**src/rtl/des_rx_block_packer.sv**
```systemverilog
// ============================================================================
// Module   : des_rx_block_packer
// Brief    : Packs UART bytes MSB-first into 64-bit DES blocks with two-block
//            buffering; drops partial blocks on parity error or idle timeout.
// Revision : 1.0
// ============================================================================
`default_nettype none

module des_rx_block_packer #(
  parameter int unsigned TIMEOUT_CYCLES = 200000,
  parameter int unsigned TO_W           = 18
) (
  input  logic        CLK,
  input  logic        RST,
  input  logic [7:0]  rx_data,
  input  logic        rx_valid,
  input  logic        rx_perr,
  output logic [64:1] block_data,
  output logic        block_valid,
  input  logic        block_ready,
  output logic        overrun,
  output logic        frame_drop,
  output logic [3:0]  byte_cnt
);

  typedef enum logic [1:0] {
    S_IDLE = 2'd0,
    S_FILL = 2'd1,
    S_FULL = 2'd2
  } state_t;

  localparam bit            c_to_en   = (TIMEOUT_CYCLES != 0);
  localparam logic [TO_W-1:0] c_to_last =
    TO_W'((TIMEOUT_CYCLES > 0) ? (TIMEOUT_CYCLES - 1) : 0);

  state_t            r_state,       w_state;
  logic [64:1]       r_asm,         w_asm;
  logic [3:0]        r_byte_cnt,    w_byte_cnt;
  logic [TO_W-1:0]   r_to_cnt,      w_to_cnt;
  logic [64:1]       r_block_data,  w_block_data;
  logic              r_block_valid, w_block_valid;
  logic              r_overrun,     w_overrun;
  logic              r_frame_drop,  w_frame_drop;

  logic        w_good;
  logic        w_bad;
  logic        w_out_free;
  logic [64:1] w_asm_shift;

  assign w_good      = rx_valid & ~rx_perr;
  assign w_bad       = rx_valid &  rx_perr;
  assign w_out_free  = ~r_block_valid | block_ready;
  assign w_asm_shift = {r_asm[56:1], rx_data};

  always_ff @(posedge CLK or posedge RST) begin
    if (RST) begin
      r_state       <= S_IDLE;
      r_asm         <= '0;
      r_byte_cnt    <= '0;
      r_to_cnt      <= '0;
      r_block_data  <= '0;
      r_block_valid <= 1'b0;
      r_overrun     <= 1'b0;
      r_frame_drop  <= 1'b0;
    end else begin
      r_state       <= w_state;
      r_asm         <= w_asm;
      r_byte_cnt    <= w_byte_cnt;
      r_to_cnt      <= w_to_cnt;
      r_block_data  <= w_block_data;
      r_block_valid <= w_block_valid;
      r_overrun     <= w_overrun;
      r_frame_drop  <= w_frame_drop;
    end
  end

  always_comb begin
    w_state       = r_state;
    w_asm         = r_asm;
    w_byte_cnt    = r_byte_cnt;
    w_to_cnt      = r_to_cnt;
    w_block_data  = r_block_data;
    // A handshake empties the output register unless a block replaces it below.
    w_block_valid = r_block_valid & ~block_ready;
    w_overrun     = 1'b0;
    w_frame_drop  = 1'b0;

    case (r_state)
      S_IDLE, S_FILL: begin
        if (w_good) begin
          w_asm    = w_asm_shift;
          w_to_cnt = '0;
          if (r_byte_cnt == 4'd7) begin
            if (w_out_free) begin
              w_block_data  = w_asm_shift;
              w_block_valid = 1'b1;
              w_byte_cnt    = 4'd0;
              w_state       = S_IDLE;
            end else begin
              w_byte_cnt = 4'd8;
              w_state    = S_FULL;
            end
          end else begin
            w_byte_cnt = r_byte_cnt + 4'd1;
            w_state    = S_FILL;
          end
        end else if (w_bad) begin
          w_asm        = '0;
          w_byte_cnt   = 4'd0;
          w_to_cnt     = '0;
          w_frame_drop = 1'b1;
          w_state      = S_IDLE;
        end else if ((r_state == S_FILL) && c_to_en) begin
          if (r_to_cnt == c_to_last) begin
            w_asm        = '0;
            w_byte_cnt   = 4'd0;
            w_to_cnt     = '0;
            w_frame_drop = 1'b1;
            w_state      = S_IDLE;
          end else begin
            w_to_cnt = r_to_cnt + 1'b1;
          end
        end
      end

      S_FULL: begin
        if (w_out_free) begin
          // Stored block moves out; a byte arriving now is handled as in IDLE.
          w_block_data  = r_asm;
          w_block_valid = 1'b1;
          w_to_cnt      = '0;
          if (w_good) begin
            w_asm      = w_asm_shift;
            w_byte_cnt = 4'd1;
            w_state    = S_FILL;
          end else begin
            w_asm      = '0;
            w_byte_cnt = 4'd0;
            w_state    = S_IDLE;
            if (w_bad) begin
              w_frame_drop = 1'b1;
            end
          end
        end else if (rx_valid) begin
          w_overrun = 1'b1;
        end
      end

      default: begin
        w_state    = S_IDLE;
        w_byte_cnt = 4'd0;
      end
    endcase
  end

  assign block_data  = r_block_data;
  assign block_valid = r_block_valid;
  assign overrun     = r_overrun;
  assign frame_drop  = r_frame_drop;
  assign byte_cnt    = r_byte_cnt;

endmodule

`default_nettype wire
```
**config.mk**
```make
export PLATFORM = sky130hd
export DESIGN_NAME = des_rx_block_packer
export DESIGN_NICKNAME = d
export VERILOG_FILES = /design/src/rtl/des_rx_block_packer.sv
export SDC_FILE = /design/constraint.sdc
export NUM_CORES = 1
export LEC_CHECK = 0
export ABC_CLOCK_PERIOD_IN_PS = 15500
export CORE_MARGIN = 2
export CORE_UTILIZATION = 35
export CTS_BUF_LIST = sky130_fd_sc_hd__clkbuf_2 sky130_fd_sc_hd__clkbuf_4 sky130_fd_sc_hd__clkbuf_8
export CTS_CLUSTER_DIAMETER = 40
export DETAILED_ROUTE_END_ITERATION = 7
export GPL_ROUTABILITY_DRIVEN = 0
export PLACE_DENSITY = 0.51
export SYNTH_ARGS = -nofsm -noshare
export SYNTH_HDL_FRONTEND = slang
export SYNTH_SLANG_ARGS = --single-unit
```
**constraint.sdc**
```tcl
create_clock -name CLK -period 15.5 [get_ports CLK]
set_clock_uncertainty 0.2 [all_clocks]
set_input_delay 3.1 -clock CLK [delete_from_list [all_inputs] [get_ports CLK]]
set_output_delay 3.1 -clock CLK [all_outputs]
set_load 0.02 [all_outputs]
```
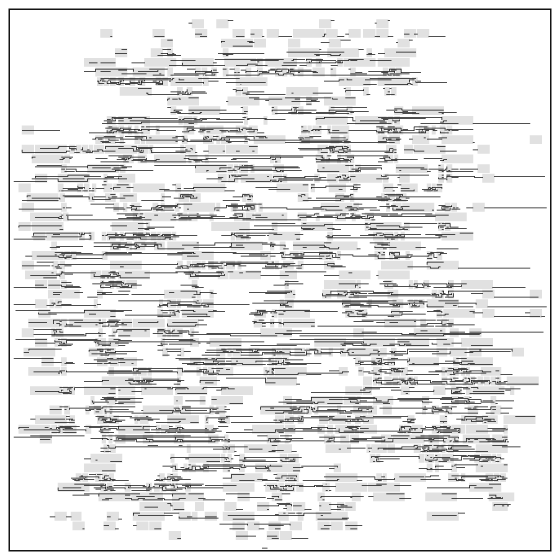
*M1 wires*
wire length on this layer = 9,670 um
share of all routed wire = 47%
main direction = horizontal
nets with wire on the layer = 791
longest straight run = 47.8 um

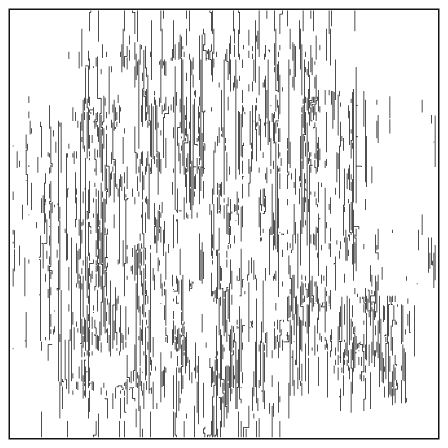
*The metal 2 layer*
nets with wire on the layer = 710
share of all routed wire = 48%
longest straight run = 57.3 um

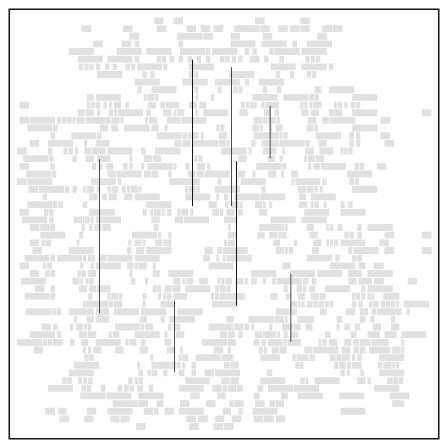
*Signal wires on met4*
wire length on this layer = 273 um
share of all routed wire = 1.3%
main direction = vertical

==> state kept, by name, indices dropped and copies added (netlist names) <==
name and count:
r_asm 64, r_state 2, frame_drop 1, block_data 64, overrun 1, block_valid 1
byte_cnt 4, r_to_cnt 18
==> cells in the mapped netlist, drive strengths merged (2+ instances only) <==
cell type  instances
a32oi              3
and3               4
o31ai             67
nand4b            64
nor4b              2
buf               33
nand3             12
a32o               2
nor2b              3
dfrtp            155
and2               3
clkbuf            47
nand2             36
nor3               4
and4               3
nand2b             4
o21ai             19
or3                3
a21oi            180
ha                 2
or4                3
nor4               2
nand4              8
nor2              63
inv               69
o311ai             4
a31oi             10
==> per-stage QoR <==
step                      hold WS (ps)  instance area, um^2  power [W]  util (%)
after floorplan                    280                 7680   0.000496         -
after global placement             316                 8580   0.000530      39.5
after detailed placement           322                 8580   0.000532      39.5
after CTS                          338                 8950   0.000830      41.3
after global routing               361                 8950   0.000857      41.3
final                              336                 8950   0.000819      41.3
==> worst reg2reg max path, delay by kind of cell, from the launching register on <==
| family | cells | cell delay (ps) |
|---|---|---|
| flip-flops | 1 | 690 |
| buffers and inverters | 1 | 630 |
| AND/OR/NAND/NOR | 2 | 840 |
| AND-OR/OR-AND | 2 | 610 |
==> path summary, 6_finish.rpt <==
check                          startpoint             end  depth (start not counted)
max in group asynchronous             RST  block_data[24]                          3
hold / removal             block_data[51]  block_data[51]                          2
setup / recovery              block_ready       r_asm[13]                          7
setup reg to reg               r_state[1]       r_asm[13]                          5
min in group asynchronous             RST  block_data[15]                          2
hold reg to reg            block_data[51]  block_data[51]                          2
==> routing by layer <==
metal  up-vias  global-route usage [%]
li1       3027                       -
met1      3228                    25.0
met2       122                    29.6
met3        17                    3.62
met4         0                    4.72
met5         -                       0
==> flow_summary.rst <==
Physical design figures
=======================

.. list-table::
   :header-rows: 1

   * - Metric
     - Value
   * - CP Max Fanout
     - 69
   * - Wire length of the first global-routing pass
     - 34.7 mm
   * - Antenna violations before repair
     - 0
   * - Post-CTS setup buffers
     - 0
   * - Total inserted antenna cells
     - 0
   * - Total CTS buffers
     - 17
   * - Area growth syn-to-layout
     - 16.6%
   * - Result of the run
     - finished clean
   * - Floorplan die height
     - about 150 um
   * - Switching pwr
     - around 0.00023 W
   * - Average detailed-routed wire length per instance
     - 18.0 um
   * - Skew-Pair Late Insertion Delay
     - ~450 ps
   * - Comb pwr
     - 0.0000867 W
   * - Number of enable-type register cells in the synthesized netlist
     - 0
   * - Met2 layer wire length in the routed design
     - 9.98 mm
   * - Class of the worst hold path
     - reg2reg
   * - Clk network pwr share
     - 36.1%
   * - Top cells, area
     - sky130_fd_sc_hd__dfrtp_1, sky130_fd_sc_hd__a21oi_1, sky130_fd_sc_hd__nand4b_1
   * - Crit. End Element
     - register
   * - Synthesized net count
     - 839
   * - Clock-pin slew on the worst setup and hold paths
     - around 90 ps
   * - Standby leakage power
     - 3.55 nW
   * - Top layer reached by signal wires
     - met4
   * - Top Consumer
     - registers
   * - Sum of routed wire segments on met1
     - 9.67 mm
   * - Maxcap violations
     - 0
   * - Seq group
     - 0.000436 W
   * - Count of buffer and inverter cells on the critical path
     - 3
   * - Library cell appearing most often on the critical path
     - sky130_fd_sc_hd__buf_4
   * - Ratio of cells with drive above 1 in the final layout
     - 7.38%
   * - Fraction of synthesized area in multiplexers
     - 0%
   * - Fraction of registers with async set or reset after synthesis
     - 100%
   * - Cell internal power dissipation
     - approximately 0.00059 W
   * - Cell total in the yosys stat output
     - 824
   * - Share of power burned in combinational logic
     - 10.6%
   * - Final-stage net count
     - about 870
   * - Kind of start point of the critical path
     - input port
   * - Area of the mapped netlist
     - 0.00768 mm^2
   * - Yosys top cell area share
     - 50.5%
   * - Worst path setup slack after routing
     - 9740 ps
   * - Yosys synthesis chip area
     - around 0.0077 mm^2
   * - Number of warnings issued by yosys
     - 0
   * - Commonest register cell after synthesis
     - sky130_fd_sc_hd__dfrtp_1
   * - Post-layout min period
     - 5760 ps
   * - Well tap count
     - 280
   * - Final slew viol count
     - 0
   * - Drt first pass iters
     - 5
   * - Distinct lib cells used
     - 59
   * - Post-CTS sizing
     - 0
   * - Post-cts hold buffer count
     - 0
   * - IO buf count
     - 83
   * - Slowest cell on the critical path
     - sky130_fd_sc_hd__buf_4
   * - Total GRT Usage
     - 18.2%
   * - # placed instances
     - 1,115
   * - Delay contributed by the slowest stage of the critical path
     - approximately 630 ps
   * - Vias per Instance
     - 5.57
   * - Fraction of area in registers
     - 43.3%
   * - Cells along the critical path
     - clkdlybuf4s50_1 > nand2b_2 > buf_4 > a2bb2oi_2 > nor3_4 > buf_4 > o31ai_1
   * - Seq/Total Area, Yosys
     - 50.5%
   * - Complex Gates by Area
     - a little under a quarter
   * - CTS H-Tree Depth
     - 4
   * - Met3 wire length
     - roughly 700 um
   * - Clock Root Buffer
     - sky130_fd_sc_hd__clkbuf_8
   * - Cell count after synthesis
     - between 800 and 900
   * - Overall routed net length
     - 20.6 mm
   * - Post-synth top area cell
     - sky130_fd_sc_hd__dfrtp_1
   * - Pin count of the biggest net entering global routing
     - 122
   * - Simple-gate portion of the synthesized area
     - 17.7%
   * - Xor/xnor share
     - 0.114%
   * - Clk sinks
     - 155
   * - Sw Share
     - 28.1%
   * - Sequential share of power
     - between 50 and 60%
   * - Plain + repair buffers
     - 91
   * - Placement-stage worst setup slack
     - just over 9000 ps
   * - Share of the clock period used by the worst path after layout
     - 37.2%
   * - Post-Syn Area per Cell
     - approximately 9.3 um^2
   * - Fraction of area in non-clock buffers
     - 9.84%
   * - Registers
     - 155
   * - Count of antenna-violating nets left after detailed routing
     - 0
   * - Maximum VDD drop
     - 0.0405 mV
   * - Post-synthesis adder-cell area fraction
     - 0.326%
   * - Vias in the first global route
     - about 6,300
   * - Routed vias
     - 6,394
   * - Count of fill cells added during filler insertion
     - roughly 2,100
   * - Total clock network power
     - 0.000296 W
Power figures rest on the tool's default switching activity, not on a simulated workload.
